**Run 1: floorplan with the power grid**

Pins as bars on the die edge.
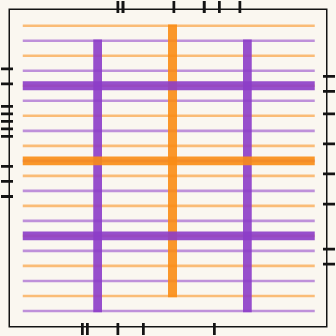
**Run 1: placed cells, one color a class**

Scale bar: 20 µm.
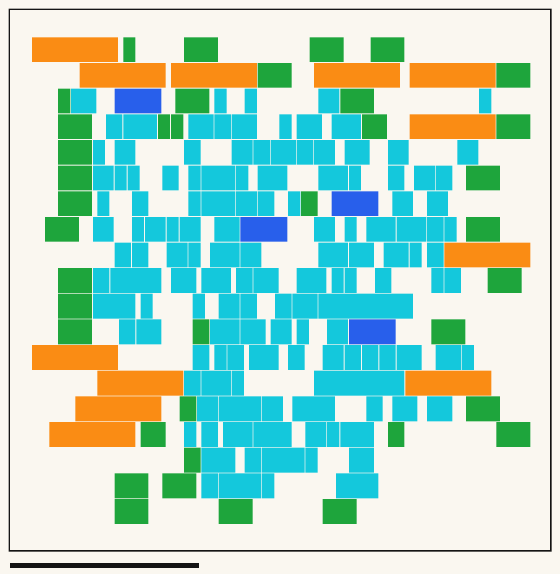
**Run 1: clock network drawn from the DEF**

Scale bar: 20 µm.
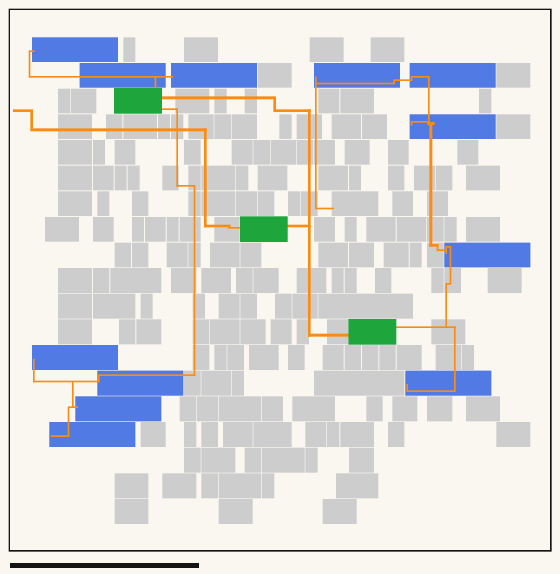
[src/rtl/counter_pkg.sv]
// Shared encodings and helpers for the up/down counter family.
package counter_pkg;

  localparam logic DIR_UP    = 1'b1;
  localparam logic DIR_DN    = 1'b0;
  localparam logic MODE_WRAP = 1'b0;
  localparam logic MODE_SAT  = 1'b1;

  // 64-bit so any WIDTH up to 32 (and MAX_VAL = 2**32-1) fits without overflow.
  function automatic logic [63:0] clamp_max(input logic [63:0] v, input logic [63:0] maxv);
    return (v > maxv) ? maxv : v;
  endfunction

endpackage

[src/rtl/counter_step_calc.sv]
// Combinational next-count for one enabled step, with wrap/saturate and boundary events.
module counter_step_calc
  import counter_pkg::*;
#(
  parameter int unsigned     WIDTH   = 8,
  parameter longint unsigned MAX_VAL = (64'd1 << WIDTH) - 1,
  parameter longint unsigned STEP    = 1
) (
  input  logic [WIDTH-1:0] count,
  input  logic             UpDwn,
  input  logic             sat_mode,
  output logic [WIDTH-1:0] next_count,
  output logic             ovf_ev,
  output logic             unf_ev
);

  // All arithmetic is WIDTH+1 bits so MAX_VAL+1 and count+STEP never truncate.
  localparam logic [WIDTH:0] MAXW  = (WIDTH+1)'(MAX_VAL);
  localparam logic [WIDTH:0] STEPW = (WIDTH+1)'(STEP);
  localparam logic [WIDTH:0] MODW  = MAXW + (WIDTH+1)'(1);

  logic [WIDTH:0] cnt_w;
  logic [WIDTH:0] sum;
  logic [WIDTH:0] res;

  assign cnt_w = {1'b0, count};
  assign sum   = cnt_w + STEPW;

  always_comb begin
    res    = cnt_w;
    ovf_ev = 1'b0;
    unf_ev = 1'b0;
    case (UpDwn)
      DIR_UP: begin
        if (sum > MAXW) begin
          ovf_ev = 1'b1;
          res    = (sat_mode == MODE_WRAP) ? (sum - MODW) : MAXW;
        end else begin
          res = sum;
        end
      end
      DIR_DN: begin
        if (cnt_w >= STEPW) begin
          res = cnt_w - STEPW;
        end else begin
          unf_ev = 1'b1;
          res    = (sat_mode == MODE_SAT) ? '0 : (cnt_w + MODW - STEPW);
        end
      end
    endcase
  end

  assign next_count = res[WIDTH-1:0];

endmodule

[src/rtl/counter_updown_mod.sv]
// Parametrised up/down counter: clr > load > en priority, wrap/saturate, event pulses and sticky flags.
module counter_updown_mod
  import counter_pkg::*;
#(
  parameter int unsigned     WIDTH   = 8,
  parameter longint unsigned MAX_VAL = (64'd1 << WIDTH) - 1,
  parameter longint unsigned STEP    = 1,
  parameter longint unsigned RST_VAL = 0
) (
  input  logic             clk,
  input  logic             rst,
  input  logic             en,
  input  logic             UpDwn,
  input  logic             sat_mode,
  input  logic             clr,
  input  logic             load,
  input  logic [WIDTH-1:0] load_val,
  output logic [WIDTH-1:0] count,
  output logic             ovf,
  output logic             unf,
  output logic             ovf_sticky,
  output logic             unf_sticky,
  output logic             at_max,
  output logic             at_min
);

  localparam logic [WIDTH-1:0] RST_W = WIDTH'(RST_VAL);
  localparam logic [WIDTH-1:0] MAX_W = WIDTH'(MAX_VAL);

  logic [WIDTH-1:0] nxt;
  logic             ovf_ev;
  logic             unf_ev;
  logic [WIDTH-1:0] load_clamped;

  counter_step_calc #(
    .WIDTH   (WIDTH),
    .MAX_VAL (MAX_VAL),
    .STEP    (STEP)
  ) u_step (
    .count      (count),
    .UpDwn      (UpDwn),
    .sat_mode   (sat_mode),
    .next_count (nxt),
    .ovf_ev     (ovf_ev),
    .unf_ev     (unf_ev)
  );

  assign load_clamped = WIDTH'(clamp_max(64'(load_val), 64'(MAX_VAL)));

  always_ff @(posedge clk or posedge rst) begin
    if (rst) begin
      count      <= RST_W;
      ovf        <= 1'b0;
      unf        <= 1'b0;
      ovf_sticky <= 1'b0;
      unf_sticky <= 1'b0;
    end else if (clr) begin
      count      <= RST_W;
      ovf        <= 1'b0;
      unf        <= 1'b0;
      ovf_sticky <= 1'b0;
      unf_sticky <= 1'b0;
    end else if (load) begin
      count <= load_clamped;
      ovf   <= 1'b0;
      unf   <= 1'b0;
    end else if (en) begin
      // Sticky flags rise on the same edge as the pulse they record.
      count      <= nxt;
      ovf        <= ovf_ev;
      unf        <= unf_ev;
      ovf_sticky <= ovf_sticky | ovf_ev;
      unf_sticky <= unf_sticky | unf_ev;
    end else begin
      ovf <= 1'b0;
      unf <= 1'b0;
    end
  end

  assign at_max = (count == MAX_W);
  assign at_min = (count == '0);

endmodule

[config.mk]
export PLATFORM = sky130hd
export DESIGN_NAME = counter_updown_mod
export DESIGN_NICKNAME = d
export VERILOG_FILES = /design/src/rtl/counter_pkg.sv /design/src/rtl/counter_step_calc.sv /design/src/rtl/counter_updown_mod.sv
export SDC_FILE = /design/constraint.sdc
export NUM_CORES = 1
export LEC_CHECK = 0
export CORE_MARGIN = 2
export CORE_UTILIZATION = 44
export CTS_BUF_LIST = sky130_fd_sc_hd__clkbuf_8 sky130_fd_sc_hd__clkbuf_16
export DETAILED_ROUTE_END_ITERATION = 12
export GPL_TIMING_DRIVEN = 0
export PLACE_DENSITY = 0.72
export RECOVER_POWER = 50
export SLEW_MARGIN = 15
export SYNTH_ARGS = -nofsm -noshare
export SYNTH_HDL_FRONTEND = slang
export SYNTH_SLANG_ARGS = --single-unit
[constraint.sdc]
create_clock -name clk -period 3.6 [get_ports clk]
set_input_delay 0.36 -clock clk [delete_from_list [all_inputs] [get_ports clk]]
set_output_delay 0.36 -clock clk [all_outputs]
set_load 0.005 [all_outputs]
==> run summary, run 1 <==
Notes on the physical design

In this run the tool buffered the top-level ports with 27 buffer cells. For this design, the slowest cell found on the critical path is dfrtp_1. The launch instance of the worst register-to-register path is count[1]. In the global route stage, met2 resource usage came out at 0.419. The mux share of post-synthesis cell area is 0.00802. Overall power consumption after layout is estimated at 599 µW. Looking at the global route congestion table, the highest-usage layer is met2. The final report gives the core utilization as 0.589.

The initial core utilization is 0.456. The number of sinks handled by clock tree synthesis is 12. For the worst reg-to-reg path, the endpoint reported by OpenROAD is count[3]. Per the synthesis report, the adder-cell share of the synthesized area is 0.0502. For the final database, setup skew stands at 0.00293 ns.

In this run the power density over the cells is 372 nW/µm². By count the netlist is led by 17 x nand2_1, 15 x a21oi_1, 12 x dfrtp_1. Per STA, the worst path is made up of ha_1 > nand2_1 > nor2_1 > clkdlybuf4s50_1. The I/O pin count is 29.

The number of warnings issued by yosys is 0. The count of fill cells added during filler insertion is 269. The run finished with clean final reports. The non-filler instance count after layout is 220. The number of cells upsized or downsized after cts is 0. The number of endpoints failing setup at the final stage is 0.
Back to the opening pictures, 'floorplan with the power grid':
[purple] VSS
[orange] VDD
met4 straps: 3
met1 rails: 20

Back to the opening pictures, 'placed cells, one color a class':
[orange] registers | cells: 12
[green] remaining buffers and delay cells | cells: 38
[blue] clock drivers and dummy loads | cells: 4
[cyan] remaining logic cells | cells: 135

Back to the opening pictures, 'clock network drawn from the DEF':
[green] clock-net drivers | count: 3
[orange] clock wires | length: 262 µm
[blue] flip-flops | count: 12
routed clock nets: 4

**Run 1: clock routing**

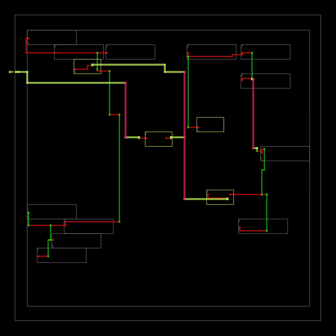

--- run 2 (diff from run 1) ---
Settings changed: PLACE_DENSITY 0.72 to 0.75.
Clock period 3.6 ns to 2.2 ns, I/O delays scaled along.
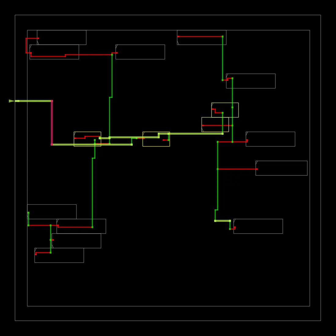
**Above:** run 2 (clock routing).
FFs & Latches: 12
power consumed by the clock network: 253 µW
Clock Latency Late Sink: 0.25 ns

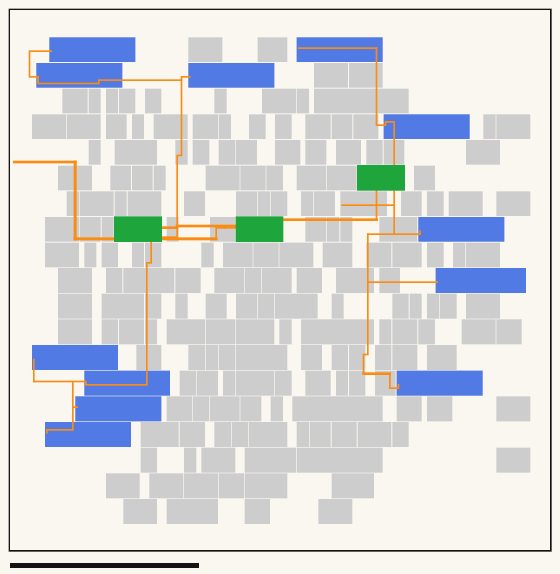
**Above:** run 2 (clock network drawn from the DEF).
Scale bar: 20 µm.
[green] clock-net drivers | count: 3
[blue] flip-flops | count: 12
[orange] clock wires | length: 224 µm
flops lie: widely spread

==> run 2 against run 1 <==
Sequential cell count is the same. Combinational power grew 95%. Utilization grew 5.1 points. Global-route usage grew 0.16 points. Clock power grew 56%. Wire length grew 5.4%. First-iteration DRC count grew 9.0%. Highest routed layer unchanged. Largest cell class unchanged. Hold slack lost 0.047 ns. Non-clock buffer count grew 7.
==> run summary, run 2 <==
Notes on the physical design

The register with the highest flop count is count. The sequential share of cell area is 0.172. The starting DRC count in detailed routing is 73.

Excluding fillers, the count of instances in the completed layout stands at 227. The count of fill cells added during filler insertion is 232. 29 I/O pins were placed. The count of input and output buffers is 27. The largest individual stage delay along the critical path comes from the cell or4_4. The clock skew after layout is 0.000951 ns. The launch instance of the worst register-to-register path is count[1].

The share of the core filled with cells is 0.640. The run finished with clean final reports. Across all hold checks on the routed design, the worst slack comes to 0.434 ns. Global route summary, busiest routing layer listed as met2. STA lists the endpoint of the worst register-to-register path as count[2]. On met2, the global router reports a usage of 0.427.

Walking the worst path, the cells encountered are inv_1 > ha_1 > or4_4 > o31ai_2 > a211oi_1 > a22oi_1 > o211ai_1. The number of warnings issued by yosys is 0. The overall power consumption is 1.05 mW. The number of cells upsized or downsized after cts is 8. In this run, the synthesized area fraction spent on adder and majority cells is recorded as 0.0502. For this run, global-route usage on met1 was measured as 0.325. The leading cell category by total area is combinational gates. The clock drives 12 sinks. The stage logs contain a warning count of 31.

In this run the power density over the cells is 602 nW/µm². The mux share of post-synthesis cell area is 0.00802.
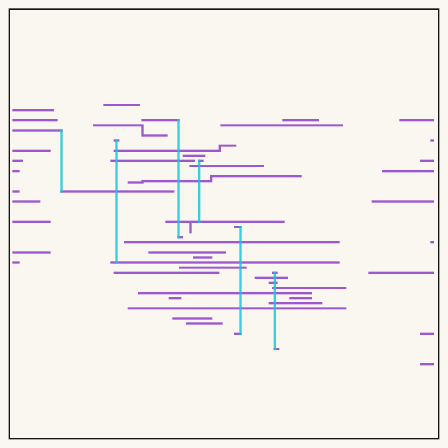
**Above:** run 2 (wiring by layer).
Two of the layers only.
[purple] M3 | wire length: 393 µm
[cyan] M4 | wire length: 72.8 µm

Power figures rest on the tool's default switching activity, not on a simulated workload.
